Gate families picked out:
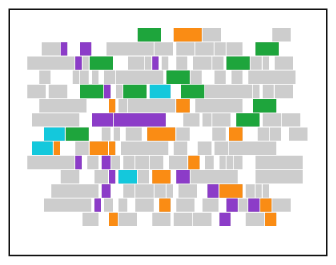
Placement by cell class:
The bar under the picture is 20 um long. Fill, decap, tap and diode cells in grey.
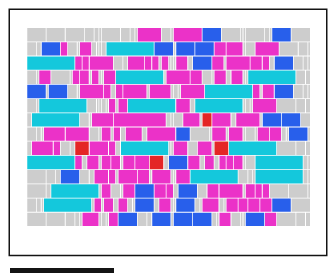
Met2 routing:
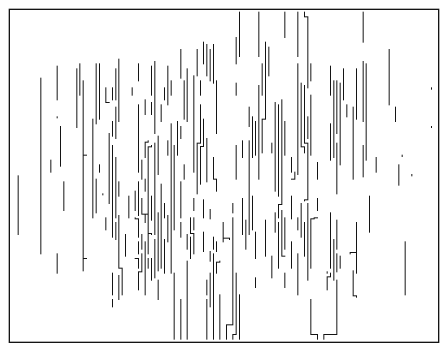
Drive-strength map:
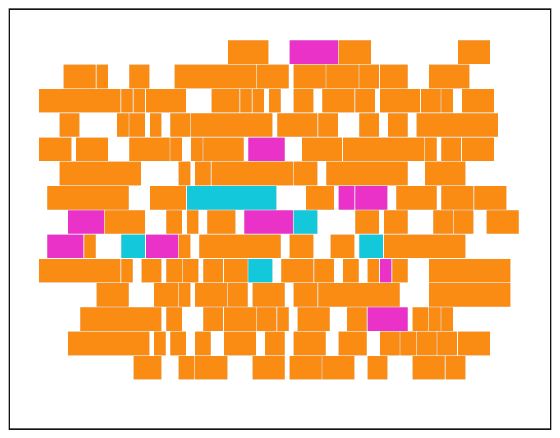
$ cat src/rtl/fc_ctrl_pkg.sv
// Shared state encoding and width helper for the fully-connected layer sequencer.
package fc_ctrl_pkg;

  typedef enum logic [2:0] {
    IDLE,
    PEND,
    LOAD,
    START,
    WAIT,
    ACC,
    DONE
  } t_fc_ctrl_state;

  function automatic int clog2_min1(input int value);
    return (value <= 1) ? 1 : $clog2(value);
  endfunction

endpackage

$ cat src/rtl/cim_start_tracker.sv
// Per-tile start handshake: holds start on each tile until it has been seen busy.
// Combinational start/flag outputs; a tile that never drops ready keeps its start high.
module cim_start_tracker
  import fc_ctrl_pkg::*;
#(
  parameter int NUM_TILES = 4
) (
  input  logic                 clk,
  input  logic                 rst,
  input  logic                 clear,
  input  logic                 enable,
  input  logic [NUM_TILES-1:0] i_cim_ready,
  output logic [NUM_TILES-1:0] o_cim_start,
  output logic                 all_started,
  output logic                 all_ready
);

  logic [NUM_TILES-1:0] started_q;
  logic [NUM_TILES-1:0] started_d;

  // A tile counts as started in the very cycle it drops ready.
  always_comb begin
    started_d = started_q;
    if (clear) begin
      started_d = '0;
    end else if (enable) begin
      started_d = started_q | ~i_cim_ready;
    end
  end

  always_ff @(posedge clk or negedge rst) begin
    if (!rst) begin
      started_q <= '0;
    end else begin
      started_q <= started_d;
    end
  end

  assign o_cim_start = enable ? ~started_q : '0;
  assign all_started = &started_q;
  assign all_ready   = &i_cim_ready;

endmodule

$ cat src/rtl/fc_layer_ctrl.sv
// Bit-serial sequencer for one FC layer over NUM_TILES stacked CIM tiles sharing an input bus.
// Per bit: NUM_TILES*NUM_ADDR load cycles, start handshake, CIM busy wait, one accumulate cycle.
module fc_layer_ctrl
  import fc_ctrl_pkg::*;
#(
  parameter int DATA_SIZE   = 8,
  parameter int NUM_TILES   = 4,
  parameter int NUM_ADDR    = 8,
  parameter int INPUT_COUNT = 4,
  parameter int COUNT_WIDTH = clog2_min1(DATA_SIZE),
  parameter int ADDR_WIDTH  = clog2_min1(NUM_ADDR)
) (
  input  logic                   clk,
  input  logic                   rst,
  input  logic                   i_start,
  output logic                   o_ready,
  output logic [COUNT_WIDTH-1:0] o_count,
  output logic [ADDR_WIDTH-1:0]  o_addr,
  output logic [NUM_TILES-1:0]   o_tile_sel,
  output logic                   o_cim_we,
  input  logic [NUM_TILES-1:0]   i_cim_ready,
  output logic [NUM_TILES-1:0]   o_cim_start,
  output logic                   o_acc_clr,
  output logic                   o_acc_en,
  input  logic                   i_func_ready,
  output logic                   o_func_start
);

  localparam int IN_W   = clog2_min1(INPUT_COUNT);
  localparam int TILE_W = clog2_min1(NUM_TILES);

  localparam logic [IN_W-1:0]        IN_LAST    = IN_W'(INPUT_COUNT - 1);
  localparam logic [COUNT_WIDTH-1:0] COUNT_LAST = COUNT_WIDTH'(DATA_SIZE - 1);
  localparam logic [ADDR_WIDTH-1:0]  ADDR_LAST  = ADDR_WIDTH'(NUM_ADDR - 1);
  localparam logic [TILE_W-1:0]      TILE_LAST  = TILE_W'(NUM_TILES - 1);

  t_fc_ctrl_state         state_q, state_d;
  logic [IN_W-1:0]        in_cnt_q, in_cnt_d;
  logic [COUNT_WIDTH-1:0] count_q, count_d;
  logic [ADDR_WIDTH-1:0]  addr_q, addr_d;
  logic [TILE_W-1:0]      tile_q, tile_d;

  logic tracker_clear;
  logic tracker_enable;
  logic all_started;
  logic all_ready;

  assign tracker_enable = (state_q == START);

  cim_start_tracker #(
    .NUM_TILES (NUM_TILES)
  ) u_start_tracker (
    .clk         (clk),
    .rst         (rst),
    .clear       (tracker_clear),
    .enable      (tracker_enable),
    .i_cim_ready (i_cim_ready),
    .o_cim_start (o_cim_start),
    .all_started (all_started),
    .all_ready   (all_ready)
  );

  always_ff @(posedge clk or negedge rst) begin
    if (!rst) begin
      state_q  <= IDLE;
      in_cnt_q <= '0;
      count_q  <= '0;
      addr_q   <= '0;
      tile_q   <= '0;
    end else begin
      state_q  <= state_d;
      in_cnt_q <= in_cnt_d;
      count_q  <= count_d;
      addr_q   <= addr_d;
      tile_q   <= tile_d;
    end
  end

  always_comb begin
    state_d       = state_q;
    in_cnt_d      = in_cnt_q;
    count_d       = count_q;
    addr_d        = addr_q;
    tile_d        = tile_q;
    tracker_clear = 1'b0;
    o_ready       = 1'b0;
    o_addr        = '0;
    o_tile_sel    = '0;
    o_cim_we      = 1'b0;
    o_acc_clr     = 1'b0;
    o_acc_en      = 1'b0;
    o_func_start  = 1'b0;

    case (state_q)
      IDLE: begin
        o_ready = 1'b1;
        if (i_start) begin
          if (in_cnt_q == IN_LAST) begin
            in_cnt_d = '0;
            count_d  = '0;
            addr_d   = '0;
            tile_d   = '0;
            state_d  = all_ready ? LOAD : PEND;
          end else begin
            in_cnt_d = in_cnt_q + 1'b1;
          end
        end
      end

      PEND: begin
        if (all_ready) begin
          state_d = LOAD;
        end
      end

      LOAD: begin
        o_cim_we   = 1'b1;
        o_addr     = addr_q;
        o_tile_sel = NUM_TILES'(1) << tile_q;
        // Every LOAD pass starts at tile 0 / addr 0, so this marks the layer's first write.
        o_acc_clr  = (count_q == '0) && (addr_q == '0) && (tile_q == '0);
        if (addr_q == ADDR_LAST) begin
          addr_d = '0;
          if (tile_q == TILE_LAST) begin
            tile_d        = '0;
            tracker_clear = 1'b1;
            state_d       = START;
          end else begin
            tile_d = tile_q + 1'b1;
          end
        end else begin
          addr_d = addr_q + 1'b1;
        end
      end

      START: begin
        if (all_started) begin
          state_d = WAIT;
        end
      end

      WAIT: begin
        if (all_ready) begin
          state_d = ACC;
        end
      end

      ACC: begin
        o_acc_en = 1'b1;
        if (count_q == COUNT_LAST) begin
          state_d = DONE;
        end else begin
          count_d = count_q + 1'b1;
          addr_d  = '0;
          tile_d  = '0;
          state_d = LOAD;
        end
      end

      DONE: begin
        if (i_func_ready) begin
          o_func_start = 1'b1;
          count_d      = '0;
          state_d      = IDLE;
        end
      end

      default: begin
        state_d = IDLE;
      end
    endcase
  end

  assign o_count = count_q;

endmodule

$ cat config.mk
export PLATFORM = sky130hd
export DESIGN_NAME = fc_layer_ctrl
export DESIGN_NICKNAME = d
export VERILOG_FILES = /design/src/rtl/fc_ctrl_pkg.sv /design/src/rtl/cim_start_tracker.sv /design/src/rtl/fc_layer_ctrl.sv
export SDC_FILE = /design/constraint.sdc
export NUM_CORES = 1
export LEC_CHECK = 0
export CORE_ASPECT_RATIO = 0.75
export CORE_MARGIN = 3
export CORE_UTILIZATION = 53
export DETAILED_ROUTE_END_ITERATION = 6
export PLACE_DENSITY = 0.87
export SLEW_MARGIN = 20
export SYNTH_ARGS = -nofsm -noshare
export SYNTH_HDL_FRONTEND = slang
export SYNTH_HIERARCHICAL = 1
export SYNTH_SLANG_ARGS = --single-unit
$ cat constraint.sdc
create_clock -name clk -period 4.5 [get_ports clk]
set_input_delay 0.675 -clock clk [delete_from_list [all_inputs] [get_ports clk]]
set_output_delay 0.675 -clock clk [all_outputs]
set_load 0.02 [all_outputs]
==> commit_impl_results.txt <==
Log flow metrics for this revision

- Clk pin slew, worst setup/hold paths: ~0.10 ns
- After detailed routing, the number of remaining DRC violations is 0.
- CTS Sinks: 17
- Summed standard-cell area reported by yosys: between 1000 and 1500 sq um
* Top cell type's share of synthesized area: roughly 36%
* Number of hold-slack violations in the final timing report: 0
* Number of core rows: 14
* Share of cells above drive strength 1: 10.14%
* Slowest cell delay on critical path: 0.67 ns
* Kind of cell adding the most delay to the critical path: buffers and inverters
* Commonest cells after routing, fill and taps aside: clkdlybuf4s50_1, dfrtp_1, inv_1
- Total power of the final layout: 0.0007326 W
* Number of synthesized register bits: 17
- In the final layout, the fill cell count is approximately 170.
* Setup violations, final: 0
* Classification of the worst setup path: register to output pin
* Primary flip-flop cell chosen by synthesis mapping: dfrtp_1
- Post-Route WL: 2420 um
- Max IR drop VDD: 0.4385 mV
- Gates resized during post-CTS repair numbered 0.
- Initial antenna violation count: 0
- Critical path buffer and inverter count: 2
- Synthesis-to-layout area growth: 24.79%
- Final Net Count: 168
- Run status: finished clean
- Setup skew after layout: 0.009533 ns
* Log Warnings: 31
- Count of boundary I/O pins: 27
* Worst-case reg-to-reg path depth: 5
- Most frequent logic cell in the layout: clkdlybuf4s50_1
* Tot GR Track Use: 19.05%
- Post-Syn Instances: 123
- In the final layout, the multi-input gates occupy around 670 sq um.
- Hold buffer count at CTS: 0
* Total gr overflow: 0
- The CTS report gives the tree buffer count as 3.
* Critical path peak fanout: 18
- Per the CTS log, the maximum H-tree level is 1.
* Leakage power summed over all cells: 0.6381 nW
- Unrepaired setup endpoints after global routing: no
- Share of async-settable or async-resettable flops after synthesis: 100.0%
* Crit path max-delay cell type: dfrtp_1
* Synth area leaders: dfrtp_1, ha_1, and2_1, inv_1, a21oi_1
- Diodes inserted: 0
- Dpl hpwl: 1842 um
- In the final layout, flip-flops and latches occupy 425.4 sq um.
- Worst Max-Slew Pin Slew: between 0.7 and 0.8 ns
- Clock Root Buffer: clkbuf_4
* Latest clock arrival within the worst-skew pair: about 0.30 ns
* Placeable core region: roughly 2100 sq um
* R2R Setup Slk: 2.72 ns
* Number of library cell types mapped by synthesis: 39
* Yosys Instances: 123
- Headroom to the max-slew limit came out at 50.51%.
- Synth warnings: 6
- Routed wirelength normalized by instance count: 14.07 um
- Counting buffers and inverters, the worst setup path is 5 cells deep.
* Fraction of the yosys area taken by sequential cells: 36.02%
- The first global-routing pass estimated 3974 um of wire.
* Average cell area after synthesis: 9.603 sq um
- Initial cell density of the core: between 50% and 60%
* Die Wd: 60.51 um
* Cell area power density: 497.0 nW/um^2
- After the first detailed-routing iteration, the DRC count stood at 49.
* Highest clock rate: ~330 MHz
- Across the run, the number of max-cap violations was 0.
- Synth Cell Area: 1181 sq um
- Post-synth EDFFs: 0
- Net count of the mapped netlist: 142
* Worst Hold Path Cells: 1
* Post-DRT Antenna Nets: 0
* CP Capture Type: output pin
- Element type at the critical path start: register
* Final Max Slew Viols: 0
- Series of cell instances along the critical path: nor3b_1 > buf_4 > and2_1 > nor4b_2 > clkdlybuf4s50_1
* Maximum number of pins on one net before global-route repair: 19
* Vias in the first global route: between 800 and 900
* Placer Congestion: about 0.72
* Arrival time of data at the critical path endpoint: 2.37 ns
- Worst hold path class: register to register
- Of all cell types, the one taking the most synthesized area is dfrtp_1.
* Clock tree from TritonCTS: done
- Fin crit period: 3.041 ns
- The routed layout has 951 vias.
* Final setup TNS: 0 ns
- Buffers added on ports: 26
- Maximum count of clock buffers along a single path: 2
* Count of buffers added by post-CTS timing repair for setup: 0
- Die Height: 46.89 um
- Crit share post-route: 67.57%
Back to the opening pictures, 'gate families picked out':
| colour | family | cells |
|---|---|---|
| cyan | multiplexers | 4 |
| green | adder and majority cells | 11 |
| purple | NAND gates | 17 |
| orange | NOR gates | 15 |

Back to the opening pictures, 'placement by cell class':
| colour | class | cells |
|---|---|---|
| cyan | flops | 17 |
| magenta | combinational and other logic | 100 |
| blue | other buffers and delay cells | 27 |
| red | clock drivers and dummy loads | 4 |

Back to the opening pictures, 'met2 routing':
wire length on this layer: 1150 um
share of all routed wire: 47%
longest straight run: 26.9 um
main direction: vertical
nets with wire on the layer: 138

Back to the opening pictures, 'drive-strength map':
| colour | size | cells |
|---|---|---|
| magenta | _2 cells | 10 |
| orange | _0 and _1 cells | 133 |
| cyan | _3 and _4 cells | 5 |

-- Yosys cell counts, drive strengths merged (2+ instances only) --
master	number
nor2	3
a22o	2
nand4bb	2
ha	11
a21oi	8
nand2b	5
nor3	2
dfrtp	17
mux2	3
nand2	7
o21ai	2
and2	8
nor4b	2
a31oi	3
and3	4
buf	5
nor3b	2
o31ai	2
nor2b	4
nand3	2
inv	14
o22ai	2
-- area by class of cell --
cell class              count  area share (%)
clock buffers               3           1.528
inverters                  14           3.565
well taps                  24           2.037
repair buffers             27           18.17
clock inverters             1          0.3396
multi-input cells          86           45.50
flip-flops and latches     17           28.86
-- logic make-up (layout without fill, tap and decap cells) --
family	Yosys count	count (layout)	share of synthesized area, %
simple gates	45	45	26.80
compound gates	26	26	14.62
buf+inv	20	45	7.203
flops	17	17	36.02
fa+ha+maj	11	11	11.65
mux	4	4	3.707
-- per-stage QoR --
| stage | cells | area, sq um | setup slack, ns | hold slack (ns) | util [%] |
|---|---|---|---|---|---|
| 6_report | 172 | 1474 | 1.459 | 0.5186 | 71.31 |
| 3_3_place_gp | 168 | 1446 | 1.816 | 0.4948 | 69.98 |
| 4_1_cts | 172 | 1474 | 1.431 | 0.5234 | 71.31 |
| 3_5_place_dp | 168 | 1446 | 1.770 | 0.4993 | 69.98 |
| 2_1_floorplan | 123 | 1181 | 2.322 | 0.3794 | - |
| 5_1_grt | 172 | 1474 | 1.236 | 0.5447 | 71.31 |
-- sequential cells by signal, indices dropped and copies added (netlist names) --
register                   count
state_q                        3
addr_q                         3
o_count                        3
in_cnt_q                       2
u_start_tracker/started_q      4
tile_q                         2
-- metal layers --
metal | global-route usage [%] | share of wire (%) | wire length, um
met5 | 0 | 0 | 0
met3 | 6.593 | 4.0 | 96
met4 | 4.762 | 0.66 | 16
met1 | 24.37 | 48 | 1158
met2 | 31.47 | 47 | 1148
-- report_power, final --
part	switching [W]	leakage, nW	internal, W
Combinational	0.000180	0.414	0.000188
Clock	0.0000485	0.0177	0.0000331
Sequential	0.0000854	0.206	0.000198
-- path summary, 6_finish.rpt --
check	start	to
min in group asynchronous	rst	addr_q[0]$_DFFE_PN0P_
setup / recovery	state_q[1]$_DFFE_PN0P_	o_acc_clr
hold reg to reg	in_cnt_q[1]$_DFFE_PN0P_	in_cnt_q[1]$_DFFE_PN0P_
max in group asynchronous	rst	u_start_tracker/started_q[2]$_DFFE_PN0P_
hold / removal	in_cnt_q[1]$_DFFE_PN0P_	in_cnt_q[1]$_DFFE_PN0P_
setup reg to reg	o_count[0]$_DFFE_PN0P_	tile_q[1]$_DFFE_PN0P_
Power and IR drop assume default switching activity.
